File: src/rtl/sig_hint_pack_stream.sv
// Hint packer: scans K polynomials of N hint bits and streams OMEGA index bytes
// followed by K cumulative-count bytes over a valid/ready byte port.
module sig_hint_pack_stream #(
  parameter int K     = 6,
  parameter int N     = 256,
  parameter int OMEGA = 55
) (
  input  logic         clk,
  input  logic         rst,
  input  logic         start,
  input  logic         in_valid,
  output logic         in_ready,
  input  logic [N-1:0] in_bits,
  output logic         out_valid,
  input  logic         out_ready,
  output logic [7:0]   out_byte,
  output logic         out_last,
  output logic         busy,
  output logic         done,
  output logic         overflow
);
  localparam int JW = (N > 1) ? $clog2(N) : 1;
  localparam int PW = (K > 1) ? $clog2(K) : 1;
  localparam int IW = (OMEGA > 1) ? $clog2(OMEGA) : 1;
  localparam int KW = $clog2(OMEGA + 1);
  localparam int EW = $clog2(OMEGA + K);

  typedef enum logic [1:0] {IDLE = 2'd0, LOAD = 2'd1, SCAN = 2'd2, EMIT = 2'd3} state_t;

  state_t        state_r;
  logic [N-1:0]  bits_r;
  logic [JW-1:0] j_r;
  logic [PW-1:0] p_r;
  logic [KW-1:0] kpos_r;
  logic [EW-1:0] e_r;
  logic [7:0]    idx_r [OMEGA];
  logic [7:0]    cnt_r [K];

  logic          bit_s;
  logic          wr_s;
  logic          drop_s;
  logic          scan_end_s;
  logic [KW-1:0] kpos_nxt_s;
  logic [EW-1:0] nxt_e_s;
  logic [EW-1:0] ofs_s;
  logic [7:0]    nxt_byte_s;
  logic [7:0]    first_byte_s;

  // Per-coefficient decision: record the index, or drop it once the buffer is full
  always_comb begin
    bit_s      = 1'b0;
    wr_s       = 1'b0;
    drop_s     = 1'b0;
    scan_end_s = 1'b0;
    kpos_nxt_s = kpos_r;
    if (state_r == SCAN) begin
      bit_s      = bits_r[j_r];
      scan_end_s = (j_r == JW'(N - 1));
      if (bit_s && (kpos_r < KW'(OMEGA))) begin
        wr_s       = 1'b1;
        kpos_nxt_s = kpos_r + KW'(1'b1);
      end else begin
        drop_s = bit_s;
      end
    end else begin
      bit_s = 1'b0;
    end
  end

  // Byte for the next stream position; the entry byte bypasses a same-cycle idx write
  always_comb begin
    nxt_byte_s   = 8'h00;
    first_byte_s = 8'h00;
    nxt_e_s      = e_r + EW'(1'b1);
    ofs_s        = nxt_e_s - EW'(OMEGA);
    if (nxt_e_s < EW'(OMEGA)) begin
      if (32'(nxt_e_s) < 32'(kpos_r)) begin
        nxt_byte_s = idx_r[nxt_e_s[IW-1:0]];
      end else begin
        nxt_byte_s = 8'h00;
      end
    end else begin
      nxt_byte_s = cnt_r[ofs_s[PW-1:0]];
    end
    if (kpos_nxt_s == KW'(1'b0)) begin
      first_byte_s = 8'h00;
    end else if (wr_s && (kpos_r == KW'(1'b0))) begin
      first_byte_s = 8'(j_r);
    end else begin
      first_byte_s = idx_r[0];
    end
  end

  // Index and count storage; entries are only read behind kpos/p, so never cleared
  always_ff @(posedge clk) begin
    if (wr_s) begin
      idx_r[kpos_r[IW-1:0]] <= 8'(j_r);
    end
    if (scan_end_s) begin
      cnt_r[p_r] <= 8'(kpos_nxt_s);
    end
  end

  // Control FSM with registered handshake and status outputs
  always_ff @(posedge clk) begin
    if (rst) begin
      state_r   <= IDLE;
      bits_r    <= '0;
      j_r       <= '0;
      p_r       <= '0;
      kpos_r    <= '0;
      e_r       <= '0;
      in_ready  <= 1'b0;
      out_valid <= 1'b0;
      out_byte  <= 8'h00;
      out_last  <= 1'b0;
      busy      <= 1'b0;
      done      <= 1'b0;
      overflow  <= 1'b0;
    end else begin
      done <= 1'b0;
      case (state_r)
        IDLE: begin
          if (start) begin
            p_r      <= '0;
            kpos_r   <= '0;
            overflow <= 1'b0;
            in_ready <= 1'b1;
            busy     <= 1'b1;
            state_r  <= LOAD;
          end
        end
        LOAD: begin
          if (in_valid && in_ready) begin
            bits_r   <= in_bits;
            j_r      <= '0;
            in_ready <= 1'b0;
            state_r  <= SCAN;
          end
        end
        SCAN: begin
          kpos_r <= kpos_nxt_s;
          if (drop_s) begin
            overflow <= 1'b1;
          end
          if (scan_end_s) begin
            if (p_r == PW'(K - 1)) begin
              e_r       <= '0;
              out_valid <= 1'b1;
              out_byte  <= first_byte_s;
              out_last  <= 1'b0;
              state_r   <= EMIT;
            end else begin
              p_r      <= p_r + PW'(1'b1);
              in_ready <= 1'b1;
              state_r  <= LOAD;
            end
          end else begin
            j_r <= j_r + JW'(1'b1);
          end
        end
        EMIT: begin
          if (out_ready) begin
            if (out_last) begin
              out_valid <= 1'b0;
              out_last  <= 1'b0;
              out_byte  <= 8'h00;
              busy      <= 1'b0;
              done      <= 1'b1;
              state_r   <= IDLE;
            end else begin
              e_r      <= nxt_e_s;
              out_byte <= nxt_byte_s;
              out_last <= (nxt_e_s == EW'(OMEGA + K - 1));
            end
          end
        end
        default: begin
          state_r <= IDLE;
        end
      endcase
    end
  end

endmodule
File: config.mk
export PLATFORM = sky130hd
export DESIGN_NAME = sig_hint_pack_stream
export DESIGN_NICKNAME = d
export VERILOG_FILES = /design/src/rtl/sig_hint_pack_stream.sv
export SDC_FILE = /design/constraint.sdc
export NUM_CORES = 1
export LEC_CHECK = 0
export CORE_MARGIN = 8
export CORE_UTILIZATION = 60
export DETAILED_ROUTE_END_ITERATION = 7
export MAX_ROUTING_LAYER = met4
export PLACE_DENSITY_LB_ADDON = 0.2
export SYNTH_ARGS = -nofsm -noshare
export SYNTH_HDL_FRONTEND = slang
export SYNTH_SLANG_ARGS = --single-unit
export TNS_END_PERCENT = 50
File: constraint.sdc
create_clock -name clk -period 8.9 [get_ports clk]
set_input_delay 1.335 -clock clk [delete_from_list [all_inputs] [get_ports clk]]
set_output_delay 1.335 -clock clk [all_outputs]
set_load 0.01 [all_outputs]
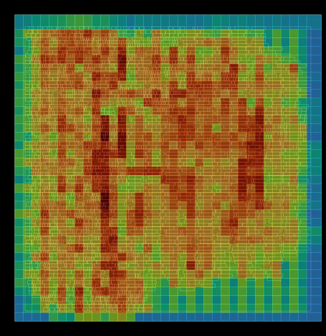
congestion.png
Routed wire per std cell: 25.4 microns
final design utilization: 0.712

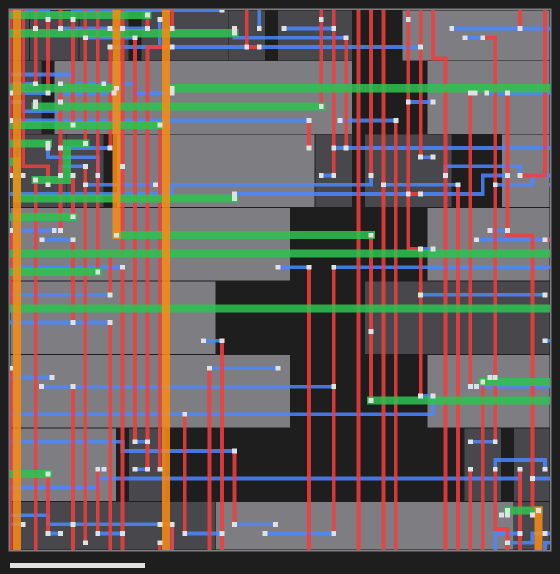
detail.png
The bar under the picture is 5 microns long. Region (175, 175) to (195, 195) microns. Cells in grey, sequential cells in the stronger grey; small squares are vias.
- green: metal 3
- red: metal 2
- orange: metal 4
- blue: metal 1
- netlist names of flops here include: `idx_r` (5), `e_r` (1)
- cells with their middle in the window: 22
- most frequent: edfxtp_1 (5), nor2_1 (4)
- sequential cells in the window: 6

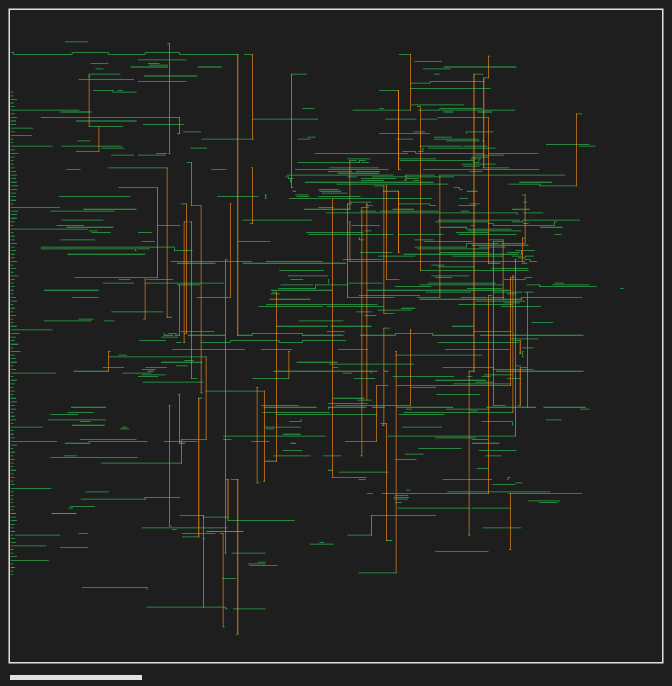
wires.png
The bar under the picture is 50 microns long. Two of the layers only.
- orange: metal 4 (wire length 2800 microns)
- green: metal 3 (wire length 6830 microns)

==> report_table.html <==
<h3>Run summary</h3>
<table>
<tr><th>Metric</th><th>Value</th></tr>
<tr><th colspan="2">Synthesis</th></tr>
<tr><td>Number of distinct library cell variants in the gate-level netlist after synthesis</td><td>62</td></tr>
<tr><td>Mean area per synthesized cell</td><td>13.1 sq um</td></tr>
<tr><td>XOR/XNOR share of the synthesized area</td><td>0.00413</td></tr>
<tr><td>Share of the synthesized area in the top cell type</td><td>0.449</td></tr>
<tr><td>Commonest register cell after synthesis</td><td>sky130_fd_sc_hd__edfxtp_1</td></tr>
<tr><th colspan="2">Placement</th></tr>
<tr><td>Placed Area</td><td>0.0349 sq mm</td></tr>
<tr><td>Global placer's final weighted congestion</td><td>0.918</td></tr>
<tr><th colspan="2">Worst setup path</th></tr>
<tr><td>Critical path required time</td><td>9.12 ns</td></tr>
<tr><td>Worst endpoint data arrival time</td><td>6.27 ns</td></tr>
<tr><td>End of the critical path</td><td>idx_r[50][1]</td></tr>
<tr><th colspan="2">Finish</th></tr>
<tr><td>Most instantiated logic cell after routing</td><td>sky130_fd_sc_hd__nand2_1</td></tr>
<tr><td>Fill cells</td><td>3432</td></tr>
<tr><td>Most frequent logic cells in the routed design</td><td>sky130_fd_sc_hd__nand2_1, sky130_fd_sc_hd__edfxtp_1, sky130_fd_sc_hd__a21oi_1</td></tr>
<tr><td>Largest cell class</td><td>flip-flops and latches</td></tr>
<tr><td>Antenna diode count</td><td>3</td></tr>
<tr><td>Nets@finish</td><td>2910</td></tr>
<tr><td>Count of buffers not belonging to the clock network in the layout</td><td>297</td></tr>
<tr><th colspan="2">Detailed routing</th></tr>
<tr><td>Routed Wire Length</td><td>85900 microns</td></tr>
<tr><td>Residual DRC</td><td>0</td></tr>
<tr><td>Top metal layer carrying routed signals</td><td>met4</td></tr>
<tr><td>Initial detailed-routing violation count</td><td>2697</td></tr>
<tr><th colspan="2">Pwr</th></tr>
<tr><td>Power share of the combinational group</td><td>0.033</td></tr>
<tr><td>IR Drop Worst-Case VDD</td><td>0.138 mV</td></tr>
<tr><td>Power dissipated in the clock network</td><td>3.17 mW</td></tr>
<tr><td>Share of total power in the clock network</td><td>0.440</td></tr>
<tr><td>Leakage power total</td><td>11.5 nW</td></tr>
<tr><th colspan="2">GRT</th></tr>
<tr><td>GRT Util Overall</td><td>0.291</td></tr>
<tr><td>Leftover overflow at the end of global routing</td><td>0</td></tr>
<tr><td>GR Util met3</td><td>0.0465</td></tr>
<tr><th colspan="2">Die</th></tr>
<tr><td>Core area</td><td>0.0524 sq mm</td></tr>
<tr><td>N_taps</td><td>688</td></tr>
<tr><th colspan="2">CTS</th></tr>
<tr><td>Postcts setup bufs</td><td>0</td></tr>
<tr><td>Clk sink count</td><td>771</td></tr>
<tr><td>Insertion delay at the late pin of the worst-skew pair</td><td>0.62 ns</td></tr>
<tr><th colspan="2">Outcome</th></tr>
<tr><td>Run status</td><td>complete, no violations</td></tr>
<tr><th colspan="2">Final timing</th></tr>
<tr><td>Count of final max-slew check failures</td><td>0</td></tr>
<tr><th colspan="2">Min path</th></tr>
<tr><td>Tightest Hold Check Type</td><td>register to register</td></tr>
</table>
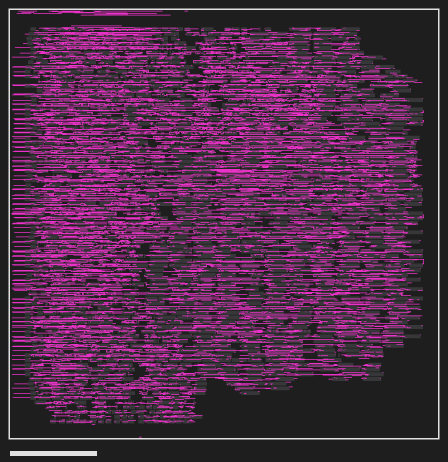
layer_met1.png
The bar under the picture is 50 microns long.
- wire length on this layer: 33.5 mm
- nets with wire on the layer: 2794

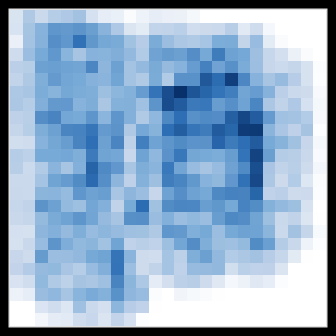
metal_density.png
The die is cut into 25 by 25 equal tiles; white is low, dark blue is high, scaled to the fullest tile. Values are wire area over tile area, all layers added.
- densest ninth of the die: middle
- nearly empty tiles: 12%
- fullest tile: 0.62
- tiles over half the peak: 31%
- mean over tiles: 0.23
- emptiest ninth of the die: bottom right

Power and IR drop assume default switching activity.
